File: config.mk
export PLATFORM = sky130hd
export DESIGN_NAME = ghost_path_sched
export DESIGN_NICKNAME = d
export VERILOG_FILES = /design/src/rtl/game_pkg.sv /design/src/rtl/rr_next_sel.sv /design/src/rtl/ghost_path_sched.sv
export SDC_FILE = /design/constraint.sdc
export NUM_CORES = 1
export LEC_CHECK = 0
export CAP_MARGIN = 20
export CORE_MARGIN = 2
export CORE_UTILIZATION = 55
export CTS_BUF_LIST = sky130_fd_sc_hd__clkbuf_16
export DETAILED_ROUTE_END_ITERATION = 8
export PLACE_DENSITY = 0.92
export SKIP_LAST_GASP = 1
export SLEW_MARGIN = 30
export SYNTH_ARGS = -nofsm -noshare
export SYNTH_HDL_FRONTEND = slang
export SYNTH_SLANG_ARGS = --single-unit
File: constraint.sdc
create_clock -name clk -period 4.63 [get_ports clk]
set_input_delay 0.463 -clock clk [delete_from_list [all_inputs] [get_ports clk]]
set_output_delay 0.463 -clock clk [all_outputs]
set_load 0.02 [all_outputs]
File: src/rtl/game_pkg.sv
// ============================================================================
// Package : game_pkg
// Brief   : Shared game-logic types: direction codes, ghost count, scheduler states.
// Rev     : 1.0 - initial release
// ============================================================================
`default_nettype none

package game_pkg;

    localparam int NUM_GHOSTS = 4;

    // One-hot {U,D,L,R} = bits {3,2,1,0}; all-zero means stopped.
    typedef logic [3:0] dir_t;

    localparam dir_t DIR_UP    = 4'b1000;
    localparam dir_t DIR_DOWN  = 4'b0100;
    localparam dir_t DIR_LEFT  = 4'b0010;
    localparam dir_t DIR_RIGHT = 4'b0001;
    localparam dir_t DIR_NONE  = 4'b0000;

    typedef enum logic [1:0] {
        ST_IDLE  = 2'd0,
        ST_ISSUE = 2'd1,
        ST_WAIT  = 2'd2,
        ST_NEXT  = 2'd3
    } sched_state_t;

endpackage

`default_nettype wire

File: src/rtl/rr_next_sel.sv
// ============================================================================
// Module : rr_next_sel
// Brief  : Combinational cyclic find-first-set over a request mask, starting at i_cur.
// Rev    : 1.0 - initial release
// ============================================================================
`default_nettype none

module rr_next_sel #(
    parameter int NUM_REQ = 4,
    parameter int ID_W    = $clog2(NUM_REQ)
) (
    input  logic [NUM_REQ-1:0] i_pending,
    input  logic [ID_W-1:0]    i_cur,
    output logic [ID_W-1:0]    o_sel
);

    // Walk from the farthest offset back to i_cur so the nearest set bit wins.
    always_comb begin
        o_sel = i_cur;
        for (int i = NUM_REQ - 1; i >= 0; i--) begin
            if (i_pending[(int'(i_cur) + i) % NUM_REQ]) begin
                o_sel = ID_W'((int'(i_cur) + i) % NUM_REQ);
            end
        end
    end

endmodule

`default_nettype wire

File: src/rtl/ghost_path_sched.sv
// ============================================================================
// Module : ghost_path_sched
// Brief  : Round-robin scheduler sharing one path-lookup engine among the ghosts.
//          Optional WAIT timeout is built when PATH_TIMEOUT_EN is defined.
// Rev    : 1.0 - initial release
// ============================================================================
`default_nettype none

module ghost_path_sched #(
    parameter int NUM_GHOSTS = 4,
    parameter int DIR_W      = 4,
    parameter int TIMEOUT    = 255
) (
    input  logic                          clk,
    input  logic                          rst,
    input  logic                          tick,
    input  logic [NUM_GHOSTS-1:0]         ghost_en,
    output logic                          eng_start,
    output logic [$clog2(NUM_GHOSTS)-1:0] eng_id,
    input  logic                          eng_done,
    input  logic [DIR_W-1:0]              eng_dir,
    output logic [NUM_GHOSTS*DIR_W-1:0]   ghost_dir,
    output logic                          sched_done,
    output logic                          overrun,
    output logic                          dir_err
);
    import game_pkg::*;

    localparam int c_ID_W = $clog2(NUM_GHOSTS);

    sched_state_t                r_state;
    sched_state_t                w_state_nxt;
    logic [NUM_GHOSTS-1:0]       r_pending;
    logic [c_ID_W-1:0]           r_cur;
    logic [c_ID_W-1:0]           r_start_ptr;
    logic [c_ID_W-1:0]           w_sel;
    logic [NUM_GHOSTS*DIR_W-1:0] r_ghost_dir;
    logic                        r_sched_done;
    logic                        w_result;
    logic                        w_dir_ok;
    logic                        w_timeout;

    function automatic logic [c_ID_W-1:0] f_wrap_inc(input logic [c_ID_W-1:0] v);
        return (v == c_ID_W'(NUM_GHOSTS - 1)) ? '0 : v + 1'b1;
    endfunction

    rr_next_sel #(
        .NUM_REQ (NUM_GHOSTS)
    ) u_rr_next_sel (
        .i_pending (r_pending),
        .i_cur     (r_cur),
        .o_sel     (w_sel)
    );

`ifdef PATH_TIMEOUT_EN
    localparam int c_TMO_W = $clog2(TIMEOUT + 1);

    logic [c_TMO_W-1:0] r_tmo_cnt;

    // Counts completed WAIT cycles; cleared whenever the FSM is elsewhere.
    always_ff @(posedge clk) begin
        if (rst || (r_state != ST_WAIT)) begin
            r_tmo_cnt <= '0;
        end else begin
            r_tmo_cnt <= r_tmo_cnt + 1'b1;
        end
    end

    assign w_timeout = (r_state == ST_WAIT) && !eng_done
                       && (r_tmo_cnt == c_TMO_W'(TIMEOUT - 1));
`else
    assign w_timeout = 1'b0;
`endif

    assign w_result   = (r_state == ST_WAIT) && eng_done;
    assign w_dir_ok   = $onehot(eng_dir);
    assign eng_start  = (r_state == ST_ISSUE);
    assign eng_id     = eng_start ? w_sel : r_cur;
    assign dir_err    = (w_result && !w_dir_ok) || w_timeout;
    assign overrun    = tick && (r_state != ST_IDLE);
    assign ghost_dir  = r_ghost_dir;
    assign sched_done = r_sched_done;

    always_comb begin
        w_state_nxt = r_state;
        case (r_state)
            ST_IDLE:  if (tick && (ghost_en != '0)) w_state_nxt = ST_ISSUE;
            ST_ISSUE: w_state_nxt = ST_WAIT;
            ST_WAIT:  if (w_result || w_timeout) w_state_nxt = ST_NEXT;
            ST_NEXT:  w_state_nxt = (r_pending != '0) ? ST_ISSUE : ST_IDLE;
            default:  w_state_nxt = ST_IDLE;
        endcase
    end

    always_ff @(posedge clk) begin
        if (rst) begin
            r_state      <= ST_IDLE;
            r_pending    <= '0;
            r_cur        <= '0;
            r_start_ptr  <= '0;
            r_ghost_dir  <= '0;
            r_sched_done <= 1'b0;
        end else begin
            r_state      <= w_state_nxt;
            r_sched_done <= 1'b0;
            case (r_state)
                ST_IDLE: begin
                    if (tick) begin
                        r_pending <= ghost_en;
                        r_cur     <= r_start_ptr;
                        if (ghost_en == '0) r_sched_done <= 1'b1;
                    end
                end
                ST_ISSUE: r_cur <= w_sel;
                ST_WAIT: begin
                    if (w_result || w_timeout) begin
                        if (w_result && w_dir_ok) begin
                            r_ghost_dir[int'(r_cur)*DIR_W +: DIR_W] <= eng_dir;
                        end
                        r_pending[r_cur] <= 1'b0;
                    end
                end
                ST_NEXT: begin
                    if (r_pending != '0) begin
                        r_cur <= f_wrap_inc(r_cur);
                    end else begin
                        r_sched_done <= 1'b1;
                        // Rotation ignores enables so first service moves 0,1,2,3,...
                        r_start_ptr  <= f_wrap_inc(r_start_ptr);
                    end
                end
                default: ;
            endcase
        end
    end

endmodule

`default_nettype wire
### Logic cells by family

(8 px per um)
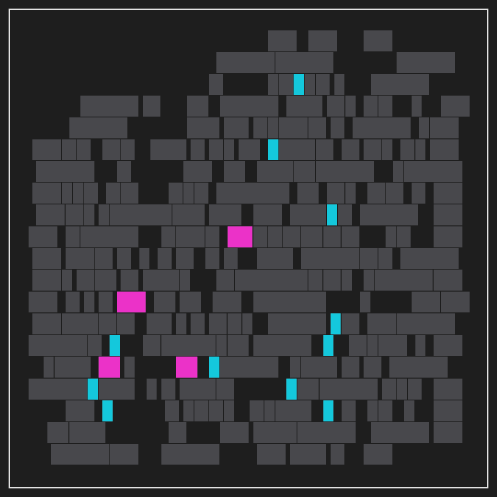
| color | family | cells |
|---|---|---|
| magenta | non-inverting ao/oa cells | 4 |
| cyan | inv cells | 11 |

### Track usage over the die

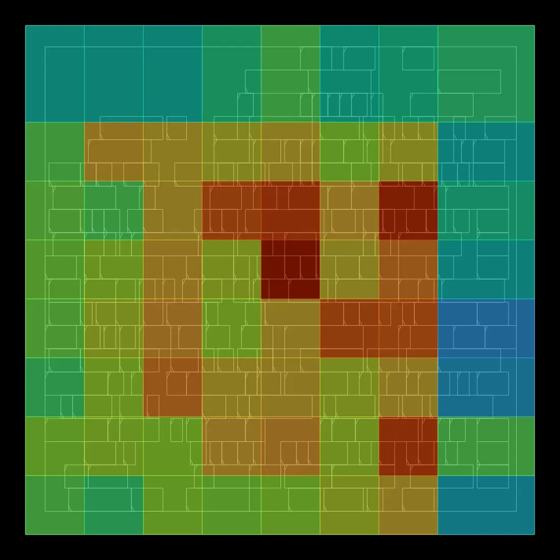
met3 track utilization from global routing: 2.62%
met1 Use GR: 28.0%
core utilization of the finished layout: 69.7%
most used routing layer: met2

### Cell sizes after repair

(8 px per um)
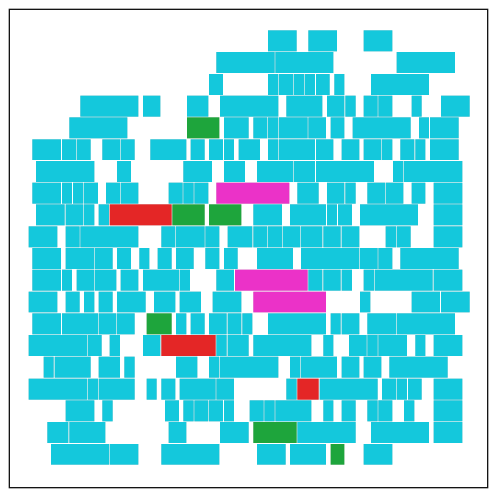
| color | size | cells | share |
|---|---|---|---|
| red | _3 and _4 cells | 3 | 1.3% |
| cyan | _0 and _1 cells | 225 | 95% |
| magenta | _6 and larger | 3 | 1.3% |
| green | _2 cells | 6 | 2.5% |
Finished Cell Area: 2090 sq um
count of non-CTS buffers in the layout: 34
slack of the critical path: 0.714 ns
layout-stage area growth over the synthesis result: 22.9%

==> metrics.cfg <==
[run_status]
outcome=completed

[global_routing]
grt_use_met2_pct=42.1
maximum_number_of_pins_on_one_net_before_global_route_repair=28
grt_pass1_wl_um=6360
first_global_vias=1496

[power_and_ir_drop]
leakage_nw=0.770
pg_clk_mw=0.192
p_sw_mw=0.458
power_sequential_mw=0.340
power.total_mw=1.08
sequentialPowerShare_pct=31.6
clkPwrFrac_pct=17.8
max-vdd-ir-drop_uv=315
power_top_consumer=combinational cells
ratio_of_total_power_to_cell_area_nw_per_um2=514

[worst_hold_path]
worst_hold_path_type=flop to flop
worst_hold_path.num_cells=2

[cells_and_area]
combinational_fraction_of_the_cell_area_pct=50.5
fraction_of_area_in_registers_pct=25.8
filler_cell_count=259
final_layout_top_logic_cells=sky130_fd_sc_hd__clkdlybuf4s50_1, sky130_fd_sc_hd__nand2_1, sky130_fd_sc_hd__a21oi_1
signal_buffer_area_fraction_pct=15.9
largest_reg_flops=16
dominant-cell-class=logic gates
design.final.nets=266
layout_top_cell=sky130_fd_sc_hd__clkdlybuf4s50_1
final_layout_size_suffix_gt1_share_pct=5.06

[cts]
postCtsResizedCells=0
cts_max_path_buffers=2
clock_latency_ns=0.26
cts_htree_levels=1
clockRootBuffer=sky130_fd_sc_hd__clkbuf_16
post-cts-setup-buffer-count=0
clkSinkCount=27
cts_hold_buf=0

[synth]
syn_nets=238
post_synthesis_instance_total=210
ys_sh_simple_pct=26.0
synthAoiAreaFrac_pct=19.0
dominantRegCellSynth=sky130_fd_sc_hd__dfxtp_1
post_synth_num_cell_types=39
synth_top_area_share_pct=31.8
synth_flop_count=27
synth.avg_cell_area_sq_um=8.10
yosys.area_share.adder_pct=12.2
synth_xor_xnor_area_share_pct=0
number_of_synthesized_flops_with_an_enable_pin=0
yosysWarningCount=0

[worst_setup_path]
worst_path_max_delay_cell=sky130_fd_sc_hd__dfxtp_1
timing.critical_path.buf_inv=2
crit_start=r_cur[0]
timing.critical_path.to=eng_id[1]
cp.arrival_ns=3.45
reg2reg_slack_ns=1.90
cp_cell_instances=inv_1 -> ha_1 -> nand2b_1 -> o21ai_0 -> a221oi_1 -> o21ai_1 -> nand2_1 -> clkdlybuf4s50_1
worst_path_dominant_cell_family=buffers and inverters

[placement]
gpl_congestion=0.850
number_of_cells_after_detailed_placement=266
io_buffers=33

[final_timing]
clock.fmax_ghz=0.255
setup-violations-final=0
finalWorstPathRequiredPeriod_ns=3.92
maxSlewHeadroom_pct=54.0
worst_pin_slew_ns=0.689
rsz0062_at_grt=false
whs_ns=0.449

[routing]
routed_wl_um=3740
routed-wl-met3_um=161
drt_first_pass_iters=4
final_antenna_net_count=0
top_signal_layer_used=met4
vias=1604

[floorplan]
fp-utilization_pct=56.7
core-area_sq_um=3000

